Fig. 1: wires at chosen ports, followed through buffers
The bar under the picture is 20 µm long.
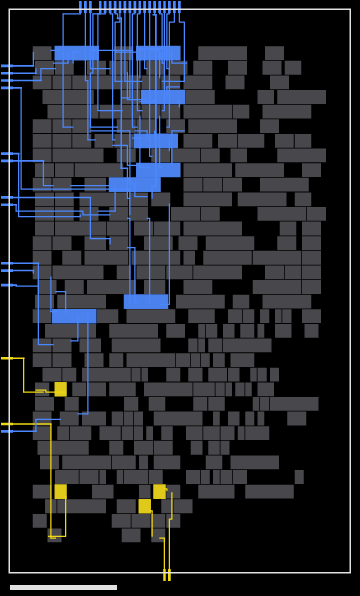
Fig. 2: placement by cell class
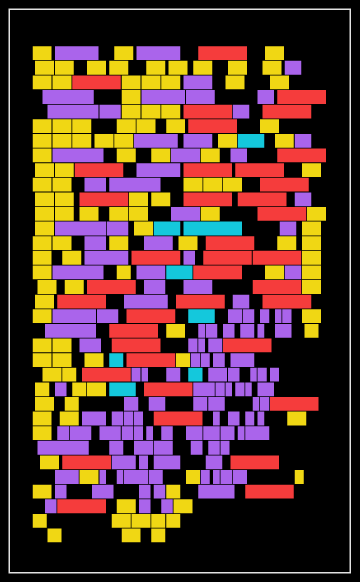
Fig. 3: supply network
The bar under the picture is 20 µm long. Pins as bars on the die edge.
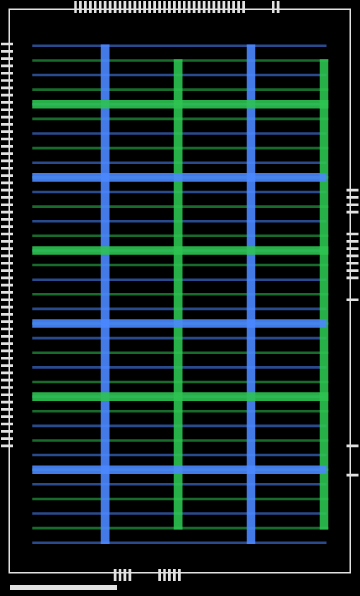
Fig. 4: track usage over the die
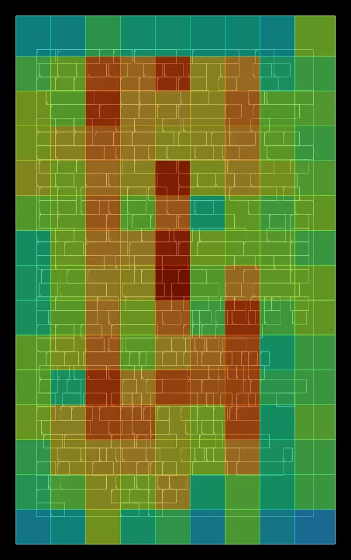
## src/rtl/cifra_xor_arbiter.sv

```systemverilog
// Round-robin arbiter that shares one cifra_xor core among N_REQ requesters.
// Jobs are latched, run on the core under a watchdog, and answered with a one-cycle pulse.
module cifra_xor_arbiter #(
  parameter int N_REQ   = 4,
  parameter int DATA_W  = 8,
  parameter int TIMEOUT = 32
) (
  input  logic                      clk,
  input  logic                      reset,
  input  logic [N_REQ-1:0]          req_valid,
  output logic [N_REQ-1:0]          req_ready,
  input  logic [N_REQ*DATA_W-1:0]   req_plaintext,
  input  logic [N_REQ*DATA_W-1:0]   req_key,
  output logic [N_REQ-1:0]          rsp_valid,
  output logic [DATA_W-1:0]         rsp_ciphertext,
  output logic                      rsp_error,
  output logic                      core_start,
  output logic [DATA_W-1:0]         core_plaintext,
  output logic [DATA_W-1:0]         core_key,
  input  logic [DATA_W-1:0]         core_ciphertext,
  input  logic                      core_done,
  output logic                      busy,
  output logic [$clog2(N_REQ)-1:0]  grant_id
);

  localparam int PTR_W = $clog2(N_REQ);
  localparam int WD_W  = $clog2(TIMEOUT + 1);

  typedef enum logic [2:0] {IDLE, LOAD, RUN, RESP, DRAIN} state_t;

  state_t            r_state;
  state_t            w_nextState;
  logic [PTR_W-1:0]  r_rrPtr;
  logic [PTR_W-1:0]  r_grantId;
  logic [PTR_W-1:0]  w_pick;
  logic              w_found;
  logic [WD_W-1:0]   r_watchdog;
  logic              w_wdLast;
  logic [DATA_W-1:0] r_corePt;
  logic [DATA_W-1:0] r_coreKey;
  logic [DATA_W-1:0] r_rspCt;
  logic              r_rspErr;
  logic [DATA_W-1:0] w_reqPt  [N_REQ];
  logic [DATA_W-1:0] w_reqKey [N_REQ];

  // Modulo-N_REQ add, correct for non-power-of-two N_REQ.
  function automatic logic [PTR_W-1:0] wrapAdd(input logic [PTR_W-1:0] base, input int offs);
    int s;
    s = int'(base) + offs;
    if (s >= N_REQ) s = s - N_REQ;
    return PTR_W'(s);
  endfunction

  for (genvar g = 0; g < N_REQ; g++) begin : gUnpack
    assign w_reqPt[g]  = req_plaintext[g*DATA_W +: DATA_W];
    assign w_reqKey[g] = req_key[g*DATA_W +: DATA_W];
  end

  assign w_wdLast = (r_watchdog == WD_W'(TIMEOUT - 1));

  // First requesting index at or after the round-robin pointer.
  always_comb begin
    w_found = 1'b0;
    w_pick  = r_rrPtr;
    for (int i = 0; i < N_REQ; i++) begin
      if (!w_found && req_valid[wrapAdd(r_rrPtr, i)]) begin
        w_found = 1'b1;
        w_pick  = wrapAdd(r_rrPtr, i);
      end
    end
  end

  always_ff @(posedge clk or negedge reset) begin
    if (!reset) r_state <= IDLE;
    else        r_state <= w_nextState;
  end

  always_comb begin
    w_nextState = r_state;
    case (r_state)
      IDLE:    if (w_found) w_nextState = LOAD;
      LOAD:    w_nextState = RUN;
      RUN:     if (core_done || w_wdLast) w_nextState = RESP;
      RESP:    w_nextState = DRAIN;
      DRAIN:   if (!core_done || w_wdLast) w_nextState = IDLE;
      default: w_nextState = IDLE;
    endcase
  end

  always_comb begin
    req_ready  = '0;
    rsp_valid  = '0;
    for (int i = 0; i < N_REQ; i++) begin
      req_ready[i] = (r_state == LOAD) && (r_grantId == PTR_W'(i));
      rsp_valid[i] = (r_state == RESP) && (r_grantId == PTR_W'(i));
    end
    core_start = (r_state == RUN);
    busy       = (r_state != IDLE);
  end

  // The watchdog is reused: it times RUN, restarts at zero, then bounds DRAIN.
  always_ff @(posedge clk or negedge reset) begin
    if (!reset) begin
      r_rrPtr    <= '0;
      r_grantId  <= '0;
      r_watchdog <= '0;
      r_corePt   <= '0;
      r_coreKey  <= '0;
      r_rspCt    <= '0;
      r_rspErr   <= 1'b0;
    end else begin
      case (r_state)
        IDLE: begin
          r_watchdog <= '0;
          if (w_found) r_grantId <= w_pick;
        end
        LOAD: begin
          r_corePt  <= w_reqPt[r_grantId];
          r_coreKey <= w_reqKey[r_grantId];
          r_rrPtr   <= wrapAdd(r_grantId, 1);
        end
        RUN: begin
          if (core_done) begin
            r_rspCt    <= core_ciphertext;
            r_rspErr   <= 1'b0;
            r_watchdog <= '0;
          end else if (w_wdLast) begin
            r_rspCt    <= '0;
            r_rspErr   <= 1'b1;
            r_watchdog <= '0;
          end else begin
            r_watchdog <= r_watchdog + 1'b1;
          end
        end
        DRAIN: begin
          if (!core_done || w_wdLast) r_watchdog <= '0;
          else                        r_watchdog <= r_watchdog + 1'b1;
        end
        default: ;
      endcase
    end
  end

  assign grant_id       = r_grantId;
  assign core_plaintext = r_corePt;
  assign core_key       = r_coreKey;
  assign rsp_ciphertext = r_rspCt;
  assign rsp_error      = r_rspErr;

endmodule

```

## config.mk

```make
export PLATFORM = sky130hd
export DESIGN_NAME = cifra_xor_arbiter
export DESIGN_NICKNAME = d
export VERILOG_FILES = /design/src/rtl/cifra_xor_arbiter.sv
export SDC_FILE = /design/constraint.sdc
export NUM_CORES = 1
export LEC_CHECK = 0
export CAP_MARGIN = 30
export CORE_ASPECT_RATIO = 1.75
export CORE_MARGIN = 4
export CORE_UTILIZATION = 43
export DETAILED_ROUTE_END_ITERATION = 8
export MAX_ROUTING_LAYER = met4
export PLACE_DENSITY = 0.85
export SLEW_MARGIN = 5
export SYNTH_ARGS = -nofsm -noshare
export SYNTH_HDL_FRONTEND = slang
export SYNTH_SLANG_ARGS = --single-unit
```

## constraint.sdc

```tcl
create_clock -name clk -period 3.6 [get_ports clk]
set_input_delay 0.72 -clock clk [delete_from_list [all_inputs] [get_ports clk]]
set_output_delay 0.72 -clock clk [all_outputs]
set_load 0.1 [all_outputs]
```

==> results.txt <==
Purpose: to document the outcome of synthesis and place and route.

Run status
The flow ran to the end, and the final reports show no timing, DRC or antenna violations.

Logic synthesis
The most area-hungry cell type in the Yosys netlist is sky130_fd_sc_hd__dfrtp_1. The per-instance average area after synthesis is 13.0 µm². The yosys warning tally is 0. Of the total synthesized cell area, the portion taken by XOR and XNOR cells is 0.00764. Per the synthesis report, the simple-gate share of the synthesized area is 0.134. The count of flip-flops with a built-in enable after synthesis is 0.

The synthesis report gives the async set-or-reset register share as 1.00.

Critical path
The cell family contributing the most delay on the critical path is buffers and inverters. The OpenROAD report gives the critical path a data arrival time of 2.25 ns. At the worst endpoint, the required time is 2.88 ns. The largest incremental delay on the critical path is 0.99 ns.

STA
The final report lists the setup-violating endpoint count as 0. The shortest clock period the worst path allows after layout is 2.97 ns. For the final database, setup skew stands at 0.00889 ns.

Drt
Once detail routing completed, the nets flagged for antenna violations numbered 0. The routed wire length is 6370 µm. TritonRoute reported its final design rule violation total as 0.

Floorplanning
The overall die width is 63.2 µm.

Clocking
The CTS tree is done. The cell at the root of the clock tree is sky130_fd_sc_hd__clkbuf_8.

Placed design
In this run the cell area measured after placement is 0.00342 mm².

Flow run
Across all stage logs, warnings added up to 29. The tally of max-capacitance violations is 0.

Layout
The multi-input logic area is 0.00126 mm².
Back to the opening pictures, Fig. 1:
[yellow] `rsp_valid` | direction: output | end cells: 4 | buffers: 4 | wire: 86.0 µm
[blue] `req_plaintext` | direction: input | end cells: 8 | buffers: 32 | wire: 881 µm

Back to the opening pictures, Fig. 2:
[purple] all other logic | cells: 127 | share of their area: 37%
[yellow] other buffers and delay cells | cells: 117 | share of their area: 33%
[cyan] clock drivers and dummy loads | cells: 8 | share of their area: 3.3%
[red] flops | cells: 38 | share of their area: 27%

Back to the opening pictures, Fig. 3:
[green] VDD
[blue] VSS
rows: 34
signal pins: 116

Back to the opening pictures, Fig. 4:
global routing usage summed across all routing layers: 0.205
post-layout util: 0.698
average detailed-routed wire length per instance: 18.5 µm

worst min-delay path, stage by stage, from the launching register on:
cell and delay, ns:
sky130_fd_sc_hd__dfrtp_1 0.35, sky130_fd_sc_hd__a21oi_1 0.04, sky130_fd_sc_hd__nor2_1 0.07
path summary, 6_finish.rpt:
| path | start | depth (start not counted) | end | slack, ns |
|---|---|---|---|---|
| worst min-delay path | rsp_error$_DFFE_PN0P_ | 2 | rsp_error$_DFFE_PN0P_ | 0.50 |
| worst max register to register | r_watchdog[0]$_DFFE_PN0P_ | 5 | rsp_ciphertext[4]$_DFFE_PN0P_ | 1.83 |
| max in group asynchronous | reset | 1 | core_key[1]$_DFFE_PN0P_ | 2.54 |
| min in group asynchronous | reset | 1 | r_watchdog[1]$_DFFE_PN0P_ | 0.52 |
| worst max-delay path | r_state[2]$_DFFE_PN0P_ | 2 | busy | 0.63 |
| worst min register to register | rsp_error$_DFFE_PN0P_ | 2 | rsp_error$_DFFE_PN0P_ | 0.50 |
final cells by class:
type / instances / area share
Timing Repair Buffer: 117 / 0.320
Tap cell: 54 / 0.0191
Clock inverter: 3 / 0.0128
Inverter: 3 / 0.00319
Sequential cell: 38 / 0.269
Clock buffer: 5 / 0.0195
Multi-Input combinational cell: 124 / 0.356
layer usage:
layer | vias up | routed length (µm) | global-route usage | share of wire
met5 | - | 0 | - | 0
met4 | 0 | 116 | 0.0680 | 0.018
met3 | 11 | 355 | 0.0397 | 0.056
met2 | 81 | 3780 | 0.413 | 0.59
met1 | 936 | 2110 | 0.181 | 0.33
li1 | 892 | - | - | -
registers in the layout (all words and copies together) (netlist names):
register and flops:
core_key 8, core_plaintext 8, grant_id 2, r_rrPtr 2, r_state 3, r_watchdog 6
rsp_ciphertext 8, rsp_error 1
